==> config.mk <==
export PLATFORM = sky130hd
export DESIGN_NAME = aes_key_sched_ctrl
export DESIGN_NICKNAME = d
export VERILOG_FILES = /design/src/rtl/aes_pkg.sv /design/src/rtl/aes_key_step.sv /design/src/rtl/aes_rot_word.sv /design/src/rtl/aes_sub_word.sv /design/src/rtl/aes_key_sched_ctrl.sv
export SDC_FILE = /design/constraint.sdc
export NUM_CORES = 2
export LEC_CHECK = 0
export ABC_AREA = 1
export CORE_MARGIN = 5
export CORE_UTILIZATION = 60
export DETAILED_ROUTE_END_ITERATION = 12
export PLACE_DENSITY_LB_ADDON = 0.1
export SETUP_SLACK_MARGIN = 0.1
export SLEW_MARGIN = 20
export SYNTH_ARGS = -nofsm -noshare
export SYNTH_HDL_FRONTEND = slang
export SYNTH_HIERARCHICAL = 1
export SYNTH_SLANG_ARGS = --single-unit
==> constraint.sdc <==
create_clock -name clk -period 19.6 [get_ports clk]
set_clock_uncertainty 0.15 [all_clocks]
set_input_delay 4.9 -clock clk [delete_from_list [all_inputs] [get_ports clk]]
set_output_delay 4.9 -clock clk [all_outputs]
set_load 0.01 [all_outputs]
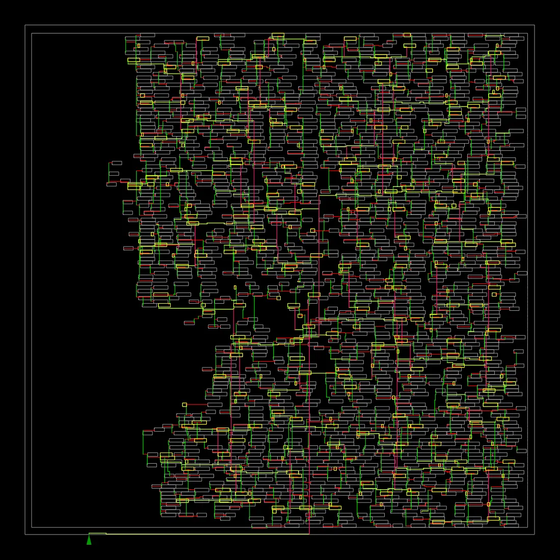
Figure 1: clock routing.
Worst-Skew Late Latency: 810 ps
Flop Count: 1679

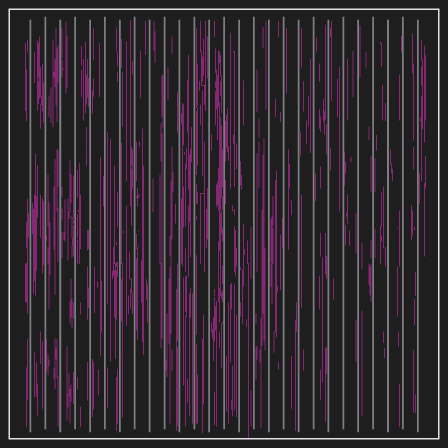
Figure 2: metal 4.
Supply wires on this layer in gray.
share of all routed wire	6.1%
main direction	vertical
longest straight run	203 um
wire length on this layer	19200 um
via count: 77100
final wirelength: 313 mm

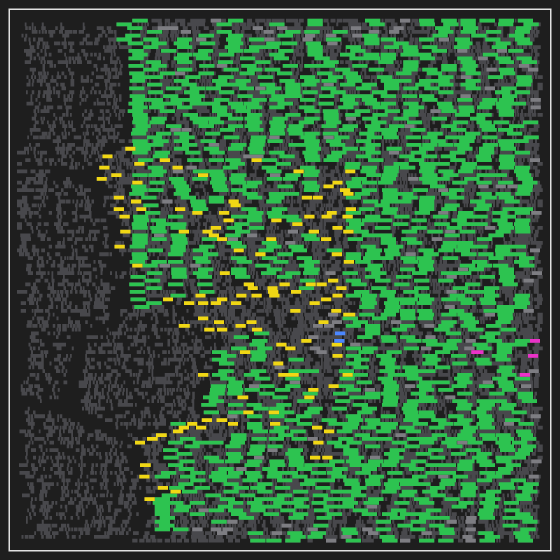
Figure 3: where the registers sit.
color	netlist name	flops
blue	r_state	2
magenta	rk_round	4
green	r_cache	1408
yellow	r_work	128
register area: 0.0477 sq mm
flip-flop and latch power: 4000 uW
flop share of the area: 0.500

==> metrics.csv <==
stage,metric,value,unit
synthesis,synthMuxAreaShare,0,
placement,gp_congestion,1.08,
synthesis,synth.distinct_cells,44,
synthesis,ys_ff,1679,
sta,rsz0062_at_grt,false,
global_route,antenna_found_initial,27,
global_route,use_met3,0.120,
floorplanning,die.size.x,390,um
worst_setup_path,criticalPathCategory,primary input to flip-flop,
route,drt-pass1-iter-count,6,
global_route,grt_use_met1,0.534,
route,drtAntennaViolNets,0,
route,drc,0,
global_route,grt_use_total,0.400,
sta,slew_viol_final,0,
worst_hold_path,worstHoldPathCells,2,
sta,hold_violations,0,
clocking,htree_levels,4,
finish,area_growth,10.1,%
synthesis,xor_share,0.0114,
sta,fin_crit_sh,0.458,
placement,hpwl,192,mm
synthesis,aoi_share,0.0625,
route,viasPerCell,6.16,
finish,final_nets,10700,
synthesis,yosys_area,0.0866,sq mm
finish,largest_reg_flops,1408,
power,swShare,0.297,
worst_setup_path,r2r_cells,17,
global_route,top_usage_layer,met2,
worst_setup_path,critPathArrivalTime,9250,ps
worst_setup_path,worstPathRequired,19870,ps
status,status,"complete, no violations",
cell type report:
class	instances	area, sq um
Antenna cell	13	32.5
Clock buffer	221	4580
Clock inverter	85	816
Fill cell	11500	48100
Inverter	803	3050
Multi-Input combinational cell	7358	32600
Sequential cell	1679	47700
Tap cell	1903	2380
Timing Repair Buffer	452	4220
stage by stage:
step           power [uW]  worst slack (ps)  instances  cell area (sq um)   util
4_1_cts              8700             10780      12500              95300  0.664
6_report             8780             10610      12500              95400  0.665
3_3_place_gp         5590             10080      12200              89900  0.627
5_1_grt              9010             10600      12500              95300  0.664
3_5_place_dp         5600              9930      12200              89900  0.627
2_1_floorplan        4990              4260      10500              86600      -
synth_stat cells (all sizes together):
master | instances | area [sq um]
inv | 799 | 3000
xor2 | 77 | 682
clkinv | 4 | 15.0
a21boi | 1 | 7.51
o211ai | 32 | 240
nor2 | 692 | 2640
fa | 1 | 20.0
nand2 | 3963 | 15000
a21o | 2 | 15.0
buf | 451 | 2570
a21oi | 366 | 1850
xnor2 | 33 | 304
nor3 | 7 | 35.0
nand4 | 40 | 250
ha | 64 | 801
clkbuf | 239 | 898
o21ai | 547 | 2750
a31oi | 84 | 526
o31ai | 1 | 7.51
dfxtp | 271 | 5430
or2 | 4 | 25.0
o2111ai | 1 | 8.76
nand3 | 1434 | 7190
nand3b | 7 | 52.6
a211oi | 1 | 7.51
and3 | 1 | 6.26
edfxtp | 1408 | 42300
critical path, stage by stage:
cell	delay, ps
buf_4	320
nor2_1	320
inv_2	130
nor2_4	140
buf_4	390
nand3_1	340
nor2_4	790
buf_4	910
buf_4	880
per-layer routing:
layer  vias up  routed length [um]
met4        22               19200
met5         -                 153
li1      34400                   -
met2      5448              135000
met1     36200              114000
met3      1003               44700
No activity file was given, so power comes from the tool's default toggle rates.
